Fig. 1: met4 routing
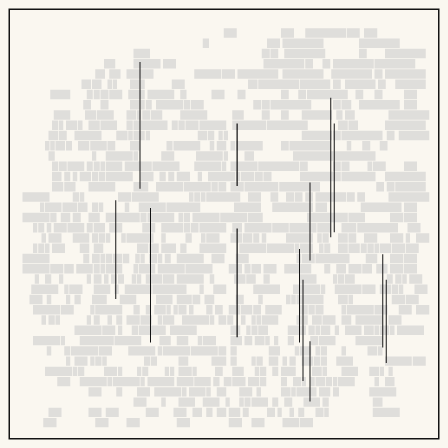
Fig. 2: floorplan with the power grid
Bar = 20 um. Pins as bars on the die edge. Tap cells in grey.
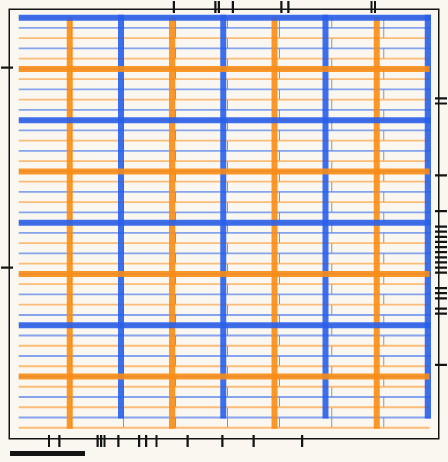
--- src/rtl/calc_pkg.sv ---
`default_nettype none
// ============================================================================
// Module   : calc_pkg
// Summary  : Shared opcode encodings, FSM state type and operand-width helper
//            for the keypad calculator arithmetic core.
// Revision : 1.0 - initial release
// ============================================================================
package calc_pkg;

    // Operation select encodings
    localparam logic [1:0] OP_ADD  = 2'b00;
    localparam logic [1:0] OP_SUB  = 2'b01;
    localparam logic [1:0] OP_MUL  = 2'b10;
    localparam logic [1:0] OP_PASS = 2'b11;

    // Control FSM states
    typedef enum logic [1:0] {
        IDLE = 2'd0,
        MUL  = 2'd1,
        FIN  = 2'd2
    } state_t;

    // Operand/result width in bits for a given number of hex digits
    function automatic int calc_width(input int digits);
        return 4 * digits;
    endfunction

endpackage : calc_pkg
`default_nettype wire

--- src/rtl/seq_multiplier.sv ---
`default_nettype none
// ============================================================================
// Module   : seq_multiplier
// Summary  : Iterative shift-add unsigned multiplier, one partial product per
//            clock. The first partial product is folded in on the start edge,
//            the remaining W-1 while busy; done pulses with the full 2W-bit
//            product already held in the accumulator.
// Revision : 1.0 - initial release
// ============================================================================
module seq_multiplier #(
    parameter int W = 8
) (
    input  logic           clk,
    input  logic           rst,
    input  logic           start,
    input  logic [W-1:0]   a,
    input  logic [W-1:0]   b,
    output logic           busy,
    output logic           done,
    output logic [2*W-1:0] product
);

    localparam int CW = $clog2(W + 1);

    logic [2*W-1:0] r_acc;
    logic [2*W-1:0] r_mcand;
    logic [W-1:0]   r_mplier;
    logic [CW-1:0]  r_cnt;
    logic           r_busy;
    logic           r_done;

    // Operand latch plus one shift-add step per cycle until the counter expires
    always_ff @(posedge clk) begin
        if (rst) begin
            r_acc    <= '0;
            r_mcand  <= '0;
            r_mplier <= '0;
            r_cnt    <= '0;
            r_busy   <= 1'b0;
            r_done   <= 1'b0;
        end else begin
            r_done <= 1'b0;
            if (start && !r_busy) begin
                r_acc    <= b[0] ? {{W{1'b0}}, a} : '0;
                r_mcand  <= {{(W-1){1'b0}}, a, 1'b0};
                r_mplier <= b >> 1;
                r_cnt    <= CW'(W - 1);
                r_busy   <= 1'b1;
            end else if (r_busy) begin
                if (r_mplier[0]) begin
                    r_acc <= r_acc + r_mcand;
                end
                r_mcand  <= r_mcand << 1;
                r_mplier <= r_mplier >> 1;
                r_cnt    <= r_cnt - 1'b1;
                if (r_cnt == CW'(1)) begin
                    r_busy <= 1'b0;
                    r_done <= 1'b1;
                end
            end
        end
    end

    assign busy    = r_busy;
    assign done    = r_done;
    assign product = r_acc;

endmodule : seq_multiplier
`default_nettype wire

--- src/rtl/calc_engine.sv ---
`default_nettype none
// ============================================================================
// Module   : calc_engine
// Summary  : Keypad calculator core: hex operand entry, single-cycle
//            add/sub/pass ALU, iterative multiply and a small result memory.
// Revision : 1.0 - initial release
// ============================================================================
module calc_engine
    import calc_pkg::*;
#(
    parameter  int DIGITS    = 2,
    parameter  int MEM_DEPTH = 4,
    localparam int W         = calc_width(DIGITS),
    localparam int AW        = $clog2(MEM_DEPTH)
) (
    input  logic          clk,
    input  logic          rst,
    input  logic          key_valid,
    input  logic [3:0]    key_code,
    input  logic          sel_b,
    input  logic          clr_entry,
    input  logic [1:0]    op,
    input  logic          op_start,
    input  logic          save,
    input  logic          load,
    input  logic [AW-1:0] mem_addr,
    output logic [W-1:0]  a,
    output logic [W-1:0]  b,
    output logic [W-1:0]  q,
    output logic          overflow,
    output logic          busy,
    output logic          done
);

    state_t         r_state;
    state_t         w_state_nxt;

    logic [W-1:0]   r_a;
    logic [W-1:0]   r_b;
    logic [W-1:0]   r_q;
    logic           r_ovf;
    logic           r_alu_done;
    logic [W-1:0]   r_mem [MEM_DEPTH];

    logic           w_idle;
    logic           w_alu_go;
    logic           w_mul_go;
    logic           w_addr_ok;
    logic [W-1:0]   w_mem_rd;
    logic [W-1:0]   w_sel_opnd;
    logic [W-1:0]   w_opnd_nxt;
    logic           w_opnd_we;
    logic [W:0]     w_sum;
    logic [W-1:0]   w_alu_q;
    logic           w_alu_ovf;
    logic           w_mul_busy;
    logic           w_mul_done;
    logic [2*W-1:0] w_product;

    // Out-of-range slots are treated as absent; reads of them return zero
    assign w_addr_ok = (32'(mem_addr) < 32'(MEM_DEPTH));
    assign w_mem_rd  = w_addr_ok ? r_mem[mem_addr] : '0;

    // FSM state register
    always_ff @(posedge clk) begin
        if (rst) begin
            r_state <= IDLE;
        end else begin
            r_state <= w_state_nxt;
        end
    end

    // FSM next-state: only a multiply leaves IDLE, FIN lasts exactly one cycle
    always_comb begin
        w_state_nxt = r_state;
        case (r_state)
            IDLE:    if (w_mul_go)   w_state_nxt = MUL;
            MUL:     if (w_mul_done) w_state_nxt = FIN;
            FIN:     w_state_nxt = IDLE;
            default: w_state_nxt = IDLE;
        endcase
    end

    // FSM outputs: request qualification, busy and the completion pulse
    always_comb begin
        w_idle   = (r_state == IDLE);
        w_alu_go = w_idle && op_start && (op != OP_MUL);
        w_mul_go = w_idle && op_start && (op == OP_MUL) && !w_mul_busy;
        busy     = (r_state == MUL);
        done     = r_alu_done || (r_state == FIN);
    end

    // Operand update arbitration: clear beats load beats digit entry
    always_comb begin
        w_sel_opnd = sel_b ? r_b : r_a;
        w_opnd_nxt = w_sel_opnd;
        w_opnd_we  = 1'b0;
        if (w_idle) begin
            if (clr_entry) begin
                w_opnd_we  = 1'b1;
                w_opnd_nxt = '0;
            end else if (load) begin
                w_opnd_we  = w_addr_ok;
                w_opnd_nxt = w_mem_rd;
            end else if (key_valid) begin
                w_opnd_we  = 1'b1;
                w_opnd_nxt = (w_sel_opnd << 4) | W'(key_code);
            end
        end
    end

    // Operand registers
    always_ff @(posedge clk) begin
        if (rst) begin
            r_a <= '0;
            r_b <= '0;
        end else if (w_opnd_we) begin
            if (sel_b) begin
                r_b <= w_opnd_nxt;
            end else begin
                r_a <= w_opnd_nxt;
            end
        end
    end

    // Result memory; a same-cycle load sees the contents before this write
    always_ff @(posedge clk) begin
        if (rst) begin
            for (int i = 0; i < MEM_DEPTH; i++) begin
                r_mem[i] <= '0;
            end
        end else if (w_idle && save && w_addr_ok) begin
            r_mem[mem_addr] <= r_q;
        end
    end

    // Single-cycle ALU for add, subtract and pass-through
    always_comb begin
        w_sum     = '0;
        w_alu_q   = '0;
        w_alu_ovf = 1'b0;
        case (op)
            OP_ADD: begin
                w_sum     = {1'b0, r_a} + {1'b0, r_b};
                w_alu_q   = w_sum[W-1:0];
                w_alu_ovf = w_sum[W];
            end
            OP_SUB: begin
                w_alu_q   = r_a - r_b;
                w_alu_ovf = (r_a < r_b);
            end
            OP_PASS: begin
                w_alu_q = r_a;
            end
            default: ;
        endcase
    end

    // Result registers, written by the ALU or at the end of a multiply
    always_ff @(posedge clk) begin
        if (rst) begin
            r_q        <= '0;
            r_ovf      <= 1'b0;
            r_alu_done <= 1'b0;
        end else begin
            r_alu_done <= w_alu_go;
            if (w_alu_go) begin
                r_q   <= w_alu_q;
                r_ovf <= w_alu_ovf;
            end else if ((r_state == MUL) && w_mul_done) begin
                r_q   <= w_product[W-1:0];
                r_ovf <= |w_product[2*W-1:W];
            end
        end
    end

    seq_multiplier #(
        .W (W)
    ) u_mul (
        .clk     (clk),
        .rst     (rst),
        .start   (w_mul_go),
        .a       (r_a),
        .b       (r_b),
        .busy    (w_mul_busy),
        .done    (w_mul_done),
        .product (w_product)
    );

    assign a        = r_a;
    assign b        = r_b;
    assign q        = r_q;
    assign overflow = r_ovf;

endmodule : calc_engine
`default_nettype wire
--- config.mk ---
export PLATFORM = sky130hd
export DESIGN_NAME = calc_engine
export DESIGN_NICKNAME = d
export VERILOG_FILES = /design/src/rtl/calc_pkg.sv /design/src/rtl/seq_multiplier.sv /design/src/rtl/calc_engine.sv
export SDC_FILE = /design/constraint.sdc
export NUM_CORES = 1
export LEC_CHECK = 0
export CORE_MARGIN = 2
export CORE_UTILIZATION = 50
export DETAILED_ROUTE_END_ITERATION = 6
export GPL_ROUTABILITY_DRIVEN = 0
export PLACE_DENSITY = 0.71
export SYNTH_ARGS = -nofsm -noshare
export SYNTH_HDL_FRONTEND = slang
export SYNTH_SLANG_ARGS = --single-unit
--- constraint.sdc ---
create_clock -name clk -period 5.5 [get_ports clk]
set_input_delay 0.825 -clock clk [delete_from_list [all_inputs] [get_ports clk]]
set_output_delay 0.825 -clock clk [all_outputs]
set_load 0.01 [all_outputs]
==> summary.txt <==
The flow run is done. The flow ran to the end, and the final reports show no timing, DRC or antenna violations. Met1 wire length landed at 6630 um. For reference, the top cells by count after synthesis are nor2_1 (82), dfxtp_1 (72), a21oi_1 (53). Leaving out filler cells and counting taps, the final layout contains 813. After synthesis, the share of cell area in mux cells is 0.105. At the pin with the least slew margin, the transition time is 1.05 ns. Per the synth stats, the flop cell with the highest instance count is dfxtp_1. Sorting the synthesized cells by area gives the leading types as dfxtp_1 (24%), edfxtp_1 (16%), mux2i_1 (7.3%). Total power landed at 1.75 mW. Met1 track demand over resource in global routing landed at 0.322. The layout report lists the combined flip-flop and latch area as 2400 sq um. The overall die size recorded for this design is 12900 sq um. Tally of yosys warning messages landed at 0.

Per the layout area report, the combinational fraction of cell area is 0.495. Counting tap cells, the placed design contains a total of 797 instances. In this run, synthesis inferred 32 flip-flops with an integrated enable.

Per the synthesis report, the XOR/XNOR share of the synthesized area is 0.0234. The number of setup buffers added after CTS is 0. The smallest clock period supported by the final layout is computed as 3.48 ns. Tap insertion was completed with 147 tapcells. Hold repair after CTS inserted 0 buffers. Y dimension of the die landed at 114 um. The layout summary lists the proportion of cells stronger than drive strength 1 as 0.0751. Critical-path maximum fanout landed at 21. Max-slew check failures listed in the final report amount to 0.

On met3, the global router reports a usage of 0.0324. Clock skew after layout landed at 0.0152 ns. The detailed router used layers up to and including met4.

The worst register-to-register path begins at b[0]. In this run the worst hold path is classified as reg2reg. The final timing summary puts the cycle share of the worst path at 0.633.

Post-CTS repair changed the size of 0 cells. Amount of wire on met2 after detailed routing landed at 7070 um. Between the synthesized netlist and the finished layout, the area growth was recorded as 12.9%. In the synthesized netlist, the number of instances is 639.

In the hold report, the worst path ends at u_mul.product[0]. The plain and repair buffers instantiated in the layout total 47. Placement-stage cell area landed at 6470 sq um.

Input and output buffers added on the ports amount to 42. The initial utilization of the core area, before any placement, comes to 0.506. Buffering stage count on the worst path with inverters included landed at 1. Yosys shows that the main logic family after synthesis is simple AND/OR/NAND/NOR gates. Dividing the synthesized area by the synthesized cell count gives 9.39 sq um. In this design, the critical path's most frequently occurring cell is nor2_4. Number of logic inverters in the finished layout landed at 22. Setup slack on the worst path after placement came out at 1.70 ns. Looking at the gate-level netlist, the highest instance count belongs to nor2_1.

Worst reg-to-reg path cell count landed at 10. Total congestion overflow landed at 0. Number of nets with antenna violations after routing landed at 0. Final sequential cell count landed at 104. Post-layout instance area landed at 6770 sq um. The number of multi-input combinational cells in the layout is 477. For the worst-skew pair, the clock arrives at the later sink with an insertion delay of 0.35 ns. The timing report attributes the biggest portion of critical-path delay to simple AND/OR/NAND/NOR gates. The wire length recorded after detailed routing is 14900 um. The finished design was reported to have a net count of 713. Simple-gate portion of the synthesized area landed at 0.193.

Combinational cell area excluding buffers and inverters landed at 3350 sq um. Portion of the layout cell area used by non-clock buffers landed at 0.0669. Final standard cell utilization of the core landed at 0.571. The number of nets handed over by synthesis was 691. The most critical hold endpoint after final layout shows a slack of 0.474 ns.

The initial antenna violation count is 0. Arrival time reported for the critical path endpoint landed at 3.68 ns. The first global-routing pass estimated 24100 um of wire.

Met2 usage landed at 0.395. Count of unresolved DRC violations after routing landed at 0. Number of clock buffers inserted by TritonCTS landed at 9. Post-synthesis, Yosys gives the total cell area as 6000 sq um.
Notes on Fig. 1 above:
longest straight run	36.7 um
wire length on this layer	338 um

Notes on Fig. 2 above:
colour	net
orange	VSS
blue	VDD
rows	40
met4 straps	8
signal pins	43

-- where the power goes --
| group | total [mW] | switching [mW] | internal [mW] |
|---|---|---|---|
| Clock | 0.642 | 0.317 | 0.325 |
| Combinational | 0.251 | 0.139 | 0.112 |
| Sequential | 0.856 | 0.0366 | 0.819 |
| Total | 1.75 | 0.492 | 1.26 |
-- registers in the layout (all words and copies together), names as in the netlist, 2 cells and up --
| signal | cells |
|---|---|
| a | 8 |
| u_mul.r_mplier | 7 |
| r_mem | 32 |
| b | 8 |
| u_mul.r_cnt | 4 |
| r_state | 2 |
| q | 8 |
| u_mul.product | 16 |
| u_mul.r_mcand | 15 |
Power is estimated from default activity; no workload was simulated.
